### src/rtl/hd44780_rx.sv
// rtl/hd44780_rx.sv - HD44780 4/8-bit bus responder: nibble assembly, instruction decode, DDRAM write port
module hd44780_rx #(
    parameter int CMD_CYCLES   = 10,
    parameter int CLEAR_CYCLES = 400
) (
    input  logic       clk,
    input  logic       rst,
    input  logic       e,
    input  logic       rs,
    input  logic [3:0] db,
    output logic       busy,
    output logic       err,
    output logic       mode4,
    output logic [6:0] ac,
    output logic       disp_on,
    output logic       cursor_on,
    output logic       blink_on,
    output logic       lines2,
    output logic       inc,
    output logic       wr_en,
    output logic [6:0] wr_addr,
    output logic [7:0] wr_data,
    output logic       instr_valid,
    output logic [7:0] instr,
    output logic       instr_rs
);
    // The clear fill alone needs EXEC plus 128 write cycles, so clear busy never ends earlier.
    localparam int CLR_EFF = (CLEAR_CYCLES > 129) ? CLEAR_CYCLES : 129;
    localparam int BMAX    = (CLR_EFF > CMD_CYCLES) ? CLR_EFF : CMD_CYCLES;
    localparam int CW      = $clog2(BMAX + 1);
    localparam logic [CW-1:0] CMD_LOAD = CW'(CMD_CYCLES - 1);
    localparam logic [CW-1:0] CLR_LOAD = CW'(CLR_EFF - 1);

    localparam logic [1:0] S_IDLE       = 2'd0;
    localparam logic [1:0] S_EXEC       = 2'd1;
    localparam logic [1:0] S_CLEAR_FILL = 2'd2;
    localparam logic [1:0] S_WAIT       = 2'd3;

    logic          e_s1, e_s2, e_s3;
    logic          rs_s1, rs_s2;
    logic [3:0]    db_s1, db_s2;
    logic          stb, stb_rs;
    logic [3:0]    stb_db;
    logic          phase_lo;
    logic [3:0]    hi_nib;
    logic          cg_sel;
    logic [1:0]    state;
    logic [CW-1:0] cnt;

    function automatic logic [6:0] step(input logic [6:0] a, input logic up, input logic two);
        logic [6:0] r;
        r = up ? a + 7'd1 : a - 7'd1;
        if (two) begin
            if (up && a == 7'h27)       r = 7'h40;
            else if (up && a == 7'h67)  r = 7'h00;
            else if (!up && a == 7'h40) r = 7'h27;
            else if (!up && a == 7'h00) r = 7'h67;
        end else begin
            if (up && a == 7'h4F)       r = 7'h00;
            else if (!up && a == 7'h00) r = 7'h4F;
        end
        return r;
    endfunction

    always_ff @(posedge clk or posedge rst) begin
        if (rst) begin
            e_s1 <= 1'b0; e_s2 <= 1'b0; e_s3 <= 1'b0;
            rs_s1 <= 1'b0; rs_s2 <= 1'b0;
            db_s1 <= 4'd0; db_s2 <= 4'd0;
            stb <= 1'b0; stb_rs <= 1'b0; stb_db <= 4'd0;
            phase_lo <= 1'b0; hi_nib <= 4'd0; cg_sel <= 1'b0;
            state <= S_IDLE; cnt <= '0;
            busy <= 1'b0; err <= 1'b0; mode4 <= 1'b0; ac <= 7'd0;
            disp_on <= 1'b0; cursor_on <= 1'b0; blink_on <= 1'b0;
            lines2 <= 1'b0; inc <= 1'b1;
            wr_en <= 1'b0; wr_addr <= 7'd0; wr_data <= 8'd0;
            instr_valid <= 1'b0; instr <= 8'd0; instr_rs <= 1'b0;
        end else begin
            e_s1  <= e;   e_s2  <= e_s1;  e_s3 <= e_s2;
            rs_s1 <= rs;  rs_s2 <= rs_s1;
            db_s1 <= db;  db_s2 <= db_s1;
            stb    <= e_s3 & ~e_s2;
            stb_rs <= rs_s2;
            stb_db <= db_s2;

            instr_valid <= 1'b0;
            wr_en       <= 1'b0;

            if (stb) begin
                if (busy) begin
                    err <= 1'b1;
                end else if (mode4 && !phase_lo) begin
                    hi_nib   <= stb_db;
                    phase_lo <= 1'b1;
                end else begin
                    instr_valid <= 1'b1;
                    instr       <= mode4 ? {hi_nib, stb_db} : {stb_db, 4'b0000};
                    instr_rs    <= stb_rs;
                    phase_lo    <= 1'b0;
                end
            end

            case (state)
                S_IDLE: begin
                    if (instr_valid) begin
                        state <= S_EXEC;
                        busy  <= 1'b1;
                        cnt   <= CMD_LOAD;
                        if (instr_rs) begin
                            if (!cg_sel) begin
                                wr_en   <= 1'b1;
                                wr_addr <= ac;
                                wr_data <= instr;
                                ac      <= step(ac, inc, lines2);
                            end
                        end else begin
                            casez (instr)
                                8'b1???????: begin ac <= instr[6:0]; cg_sel <= 1'b0; end
                                8'b01??????: cg_sel <= 1'b1;
                                8'b001?????: begin
                                    lines2 <= instr[3];
                                    mode4  <= ~instr[4];
                                    if (!instr[4]) phase_lo <= 1'b0;
                                end
                                8'b0001????: if (!instr[3]) ac <= step(ac, instr[2], lines2);
                                8'b00001???: begin
                                    disp_on   <= instr[2];
                                    cursor_on <= instr[1];
                                    blink_on  <= instr[0];
                                end
                                8'b000001??: inc <= instr[1];
                                8'b0000001?: begin ac <= 7'd0; cnt <= CLR_LOAD; end
                                8'b00000001: begin ac <= 7'd0; inc <= 1'b1; cnt <= CLR_LOAD; end
                                default: ;
                            endcase
                        end
                    end
                end
                S_EXEC, S_CLEAR_FILL, S_WAIT: begin
                    if (state == S_EXEC && !instr_rs && instr == 8'h01) begin
                        state   <= S_CLEAR_FILL;
                        wr_en   <= 1'b1;
                        wr_addr <= 7'd0;
                        wr_data <= 8'h20;
                        cnt     <= cnt - CW'(1);
                    end else if (state == S_CLEAR_FILL && wr_addr != 7'h7F) begin
                        wr_en   <= 1'b1;
                        wr_addr <= wr_addr + 7'd1;
                        cnt     <= cnt - CW'(1);
                    end else if (cnt == '0) begin
                        state <= S_IDLE;
                        busy  <= 1'b0;
                    end else begin
                        state <= S_WAIT;
                        cnt   <= cnt - CW'(1);
                    end
                end
                default: state <= S_IDLE;
            endcase
        end
    end
endmodule

### config.mk
export PLATFORM = sky130hd
export DESIGN_NAME = hd44780_rx
export DESIGN_NICKNAME = d
export VERILOG_FILES = /design/src/rtl/hd44780_rx.sv
export SDC_FILE = /design/constraint.sdc
export NUM_CORES = 1
export LEC_CHECK = 0
export ABC_AREA = 1
export CELL_PAD_IN_SITES_DETAIL_PLACEMENT = 1
export CELL_PAD_IN_SITES_GLOBAL_PLACEMENT = 2
export CORE_MARGIN = 4
export CORE_UTILIZATION = 33
export DETAILED_ROUTE_END_ITERATION = 7
export PLACE_DENSITY = 0.76
export SYNTH_ARGS = -nofsm -noshare
export SYNTH_HDL_FRONTEND = slang
export SYNTH_SLANG_ARGS = --single-unit
### constraint.sdc
create_clock -name clk -period 3 [get_ports clk]
set_input_delay 0.6 -clock clk [delete_from_list [all_inputs] [get_ports clk]]
set_output_delay 0.6 -clock clk [all_outputs]
set_load 0.05 [all_outputs]
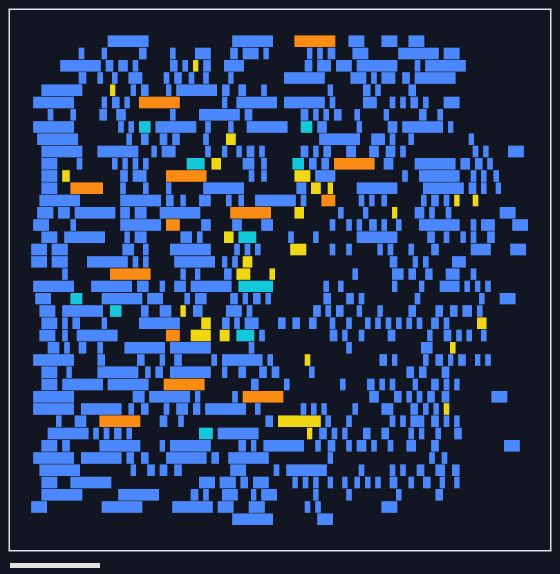
drive_strength.png
Bar = 20 microns.
- orange: drive 6 and up (cells 13; share 2.2%)
- cyan: drive 3 to 4 (cells 10; share 1.7%)
- yellow: drive 2 (cells 27; share 4.6%)
- blue: drive 1 or less (cells 533; share 91%)

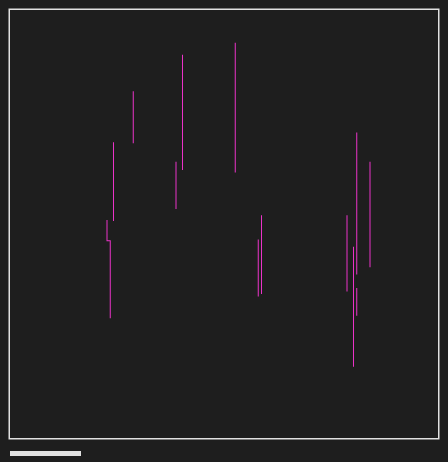
met4.png
Bar = 20 microns.
- share of all routed wire: 2.4%
- main direction: vertical

==> run_summary.xml <==
<?xml version="1.0" encoding="UTF-8"?>
<metrics>
  <group name="detailed_routing">
    <metric name="first_pass_iters" unit="">4</metric>
    <metric name="wire_length_per_cell_after_detailed_routing" unit="microns">17.14</metric>
    <metric name="routed-via-count" unit="">3777</metric>
    <metric name="ant_nets" unit="">0</metric>
    <metric name="drt_drc_violations_left" unit="">0</metric>
    <metric name="drt_wl_total" unit="mm">12.88</metric>
    <metric name="drt-vias-per-instance" unit="">5.029</metric>
    <metric name="drtIter0Drc" unit="">199</metric>
  </group>
  <group name="sta">
    <metric name="minimum_clock_period_after_layout" unit="ns">2.576</metric>
    <metric name="maxSlewHeadroom" unit="">0.6087</metric>
    <metric name="fin_crit_sh" unit="">0.8588</metric>
    <metric name="finalSetupViolations" unit="">0</metric>
    <metric name="rsz0062_at_grt" unit="">no</metric>
    <metric name="tns" unit="ns">0</metric>
    <metric name="clock_skew" unit="ns">0.008877</metric>
    <metric name="tightest_slew" unit="ns">0.5862</metric>
    <metric name="clock.fmax" unit="MHz">388.2</metric>
    <metric name="hold_viol" unit="">0</metric>
    <metric name="timing.final.max_slew_violations" unit="">0</metric>
  </group>
  <group name="setup_path">
    <metric name="worst-path-buf-inv" unit="">1</metric>
    <metric name="crit_path_cell_trace" unit="">clkdlybuf4s50_1</metric>
    <metric name="critPathRequiredTime" unit="ns">2.40</metric>
    <metric name="timing.critical_path.from_type" unit="">register</metric>
    <metric name="setup.worst_path.end_class" unit="">output pin</metric>
    <metric name="crit_arrival" unit="ns">1.98</metric>
    <metric name="cp_max_fo" unit="">18</metric>
    <metric name="crit_path_top_delay_cell" unit="">sky130_fd_sc_hd__clkdlybuf4s50_1</metric>
    <metric name="worst_path_dominant_cell_family" unit="">buffers and inverters</metric>
  </group>
  <group name="yosys">
    <metric name="ys_cells" unit="">534</metric>
    <metric name="synth-async-reset-ratio" unit="">1.000</metric>
    <metric name="synthesis.yosys.warnings" unit="">0</metric>
    <metric name="xor_share" unit="">0.02336</metric>
    <metric name="logic_family" unit="">simple AND/OR/NAND/NOR gates</metric>
    <metric name="synth.ff_latch_count" unit="">77</metric>
    <metric name="and_or_or_and_share_of_the_synthesized_area" unit="">0.1117</metric>
    <metric name="fp_nets" unit="">546</metric>
    <metric name="post_synth.cell_area_avg" unit="sq um">7.723</metric>
    <metric name="cell_area_after_technology_mapping" unit="sq mm">0.004124</metric>
    <metric name="synth-seq-area-share" unit="">0.4675</metric>
    <metric name="ff_type" unit="">sky130_fd_sc_hd__dfrtp_1</metric>
    <metric name="cell_variety_after_synth" unit="">38</metric>
    <metric name="post_synth_and_or_nand_nor_area_fraction" unit="">0.3098</metric>
    <metric name="chip_area_estimate_from_yosys_synthesis" unit="sq mm">0.004124</metric>
    <metric name="number_of_instances_in_the_synthesized_netlist" unit="">534</metric>
    <metric name="synth-adder-area-share" unit="">0.01214</metric>
    <metric name="synth-edff-count" unit="">0</metric>
    <metric name="synth.area.mux_share" unit="">0</metric>
  </group>
  <group name="placed_design">
    <metric name="dp_hpwl" unit="mm">9.661</metric>
    <metric name="place.port_buffers" unit="">48</metric>
  </group>
  <group name="cts">
    <metric name="cts_made_buffers" unit="">9</metric>
    <metric name="cts.repair_timing.setup_buffer_count" unit="">0</metric>
    <metric name="htree_levels" unit="">3</metric>
    <metric name="clockRootBuffer" unit="">sky130_fd_sc_hd__clkbuf_16</metric>
    <metric name="cts.hold.buffers_added" unit="">0</metric>
    <metric name="clock_sink_count" unit="">77</metric>
    <metric name="clk_path_buf_depth" unit="">2</metric>
    <metric name="tritoncts" unit="">done</metric>
    <metric name="cts-resized-gates" unit="">0</metric>
    <metric name="cts.clk_slew.worst_paths" unit="ns">0.06</metric>
    <metric name="worstSkewPairLatency" unit="ns">0.34</metric>
  </group>
  <group name="final_layout">
    <metric name="clock_tree_area_fraction" unit="">0.05623</metric>
    <metric name="seqCellArea" unit="sq mm">0.001928</metric>
    <metric name="nNonClkInverters" unit="">55</metric>
    <metric name="layout-area-overhead-vs-synth" unit="%">21.94</metric>
    <metric name="numSequentialCells" unit="">77</metric>
    <metric name="most_frequently_placed_logic_cells_in_the_final_layout" unit="">146 x sky130_fd_sc_hd__nand2_1, 76 x sky130_fd_sc_hd__dfrtp_1, 56 x sky130_fd_sc_hd__nor2_1, 56 x sky130_fd_sc_hd__nand3_1, 48 x sky130_fd_sc_hd__clkdlybuf4s50_1</metric>
    <metric name="n_all_buffers" unit="">51</metric>
    <metric name="drive_gt1_frac" unit="">0.08576</metric>
    <metric name="fillerInstances" unit="">1498</metric>
    <metric name="layout_top_cell" unit="">sky130_fd_sc_hd__nand2_1</metric>
    <metric name="layout.area.top_class" unit="">registers</metric>
    <metric name="area_of_combinational_cells_with_multiple_inputs" unit="sq mm">0.001884</metric>
    <metric name="comb.multi_input.count" unit="">384</metric>
    <metric name="seq-cell-share" unit="">0.3834</metric>
    <metric name="comb-cell-share" unit="">0.3747</metric>
    <metric name="diodes" unit="">0</metric>
    <metric name="nClkBuffers" unit="">9</metric>
    <metric name="num-nets-final" unit="">590</metric>
    <metric name="bufAreaShareNonClock" unit="">0.1025</metric>
  </group>
  <group name="floorplan">
    <metric name="core_area" unit="sq mm">0.01211</metric>
    <metric name="fp-row-count" unit="">40</metric>
    <metric name="floorplan.io_pins" unit="">49</metric>
    <metric name="n_tap_cell" unit="">168</metric>
    <metric name="chipWidth" unit="microns">119.8</metric>
    <metric name="initial_utilization" unit="">0.3405</metric>
  </group>
  <group name="power_and_ir_drop">
    <metric name="pg_seq" unit="W">0.00156</metric>
    <metric name="powerClk" unit="W">0.00104</metric>
    <metric name="pg_comb" unit="W">0.00204</metric>
    <metric name="psw" unit="W">0.002143</metric>
    <metric name="power_leader" unit="">combinational logic</metric>
    <metric name="power.share.combinational" unit="">0.440</metric>
    <metric name="power.clock.fraction" unit="">0.224</metric>
    <metric name="powerDensity" unit="mW/mm^2">920.9</metric>
    <metric name="totalPowerFinal" unit="W">0.004631</metric>
    <metric name="p_leak" unit="nW">2.303</metric>
  </group>
  <group name="grt">
    <metric name="first_global_vias" unit="">3948</metric>
    <metric name="groute.usage.overall" unit="">0.1866</metric>
    <metric name="grt_start_max_net_pins" unit="">47</metric>
    <metric name="grt.overflow.total" unit="">0</metric>
    <metric name="antenna_found_initial" unit="">0</metric>
    <metric name="global_route_wire_length_before_repair" unit="mm">21.29</metric>
  </group>
  <group name="hold_path">
    <metric name="hold_path.class" unit="">register to register</metric>
  </group>
  <group name="run_status">
    <metric name="outcome" unit="">finished clean</metric>
  </group>
  <group name="flow_run">
    <metric name="warning_count" unit="">27</metric>
  </group>
</metrics>
## per-layer routing
| metal | up-vias | wire [microns] | track usage | part of all wire |
|---|---|---|---|---|
| met5 | - | 0 | 0 | 0 |
| met4 | 0 | 313 | 0.06872 | 0.024 |
| met3 | 29 | 457 | 0.03911 | 0.035 |
| met2 | 77 | 6150 | 0.3058 | 0.48 |
| met1 | 1829 | 5954 | 0.2437 | 0.46 |
| li1 | 1842 | - | - | - |
## metrics by stage
stage          utilization  worst slack (ns)  hold WS, ns  area (sq um)  cells
2_1_floorplan            -            0.4350       0.3312          4124    534
3_3_place_gp        0.3918            0.6956       0.3315          4746    735
3_5_place_dp        0.3918            0.6856       0.3363          4746    735
4_1_cts             0.4152            0.3972       0.3515          5029    751
5_1_grt             0.4152            0.3534       0.3599          5029    751
6_report            0.4152            0.4237       0.3495          5029    751
## Yosys cell counts (2+ instances only)
library cell,count,area share
sky130_fd_sc_hd__nand2_1,146,0.13
sky130_fd_sc_hd__dfrtp_1,76,0.46
sky130_fd_sc_hd__nand3_1,56,0.068
sky130_fd_sc_hd__nor2_1,56,0.051
sky130_fd_sc_hd__inv_1,40,0.036
sky130_fd_sc_hd__o21ai_0,34,0.041
sky130_fd_sc_hd__inv_2,12,0.011
sky130_fd_sc_hd__o21ai_1,12,0.015
sky130_fd_sc_hd__nand4_1,10,0.015
sky130_fd_sc_hd__o31ai_1,10,0.018
sky130_fd_sc_hd__xor2_1,9,0.019
sky130_fd_sc_hd__a21oi_1,7,0.0085
sky130_fd_sc_hd__buf_2,6,0.0073
sky130_fd_sc_hd__clkbuf_1,6,0.0055
sky130_fd_sc_hd__o211ai_1,6,0.011
sky130_fd_sc_hd__o22ai_1,6,0.0091
sky130_fd_sc_hd__nand2_2,5,0.0076
sky130_fd_sc_hd__ha_1,4,0.012
sky130_fd_sc_hd__nor2_2,4,0.0061
sky130_fd_sc_hd__buf_6,3,0.0082
sky130_fd_sc_hd__clkinv_1,3,0.0027
sky130_fd_sc_hd__nor2_4,3,0.0082
sky130_fd_sc_hd__a31oi_1,2,0.0030
sky130_fd_sc_hd__buf_4,2,0.0036
sky130_fd_sc_hd__nor3b_1,2,0.0036
sky130_fd_sc_hd__xnor2_1,2,0.0042
## final timing paths
| path | startpoint | endpoint | slack, ns | cells after the start |
|---|---|---|---|---|
| worst min-delay path | db_s1[1]$_DFF_PP0_ | db_s2[1]$_DFF_PP0_ | 0.35 | 0 |
| worst max-delay path | instr[2]$_DFFE_PP0P_ | instr[2] | 0.42 | 1 |
| worst min register to register | db_s1[1]$_DFF_PP0_ | db_s2[1]$_DFF_PP0_ | 0.35 | 0 |
| max in group asynchronous | rst | inc$_DFFE_PP1P_ | 1.68 | 3 |
| min in group asynchronous | rst | cnt[0]$_DFFE_PP0P_ | 0.63 | 2 |
| worst max register to register | ac[0]$_DFFE_PP0P_ | ac[4]$_DFFE_PP0P_ | 0.64 | 13 |
## registers in the layout (all words and copies together) (netlist names), 2 cells and up
register  cells
db_s1         4
stb_db        4
state         2
wr_addr       7
wr_data       8
ac            7
hi_nib        4
instr         8
db_s2         4
cnt           9
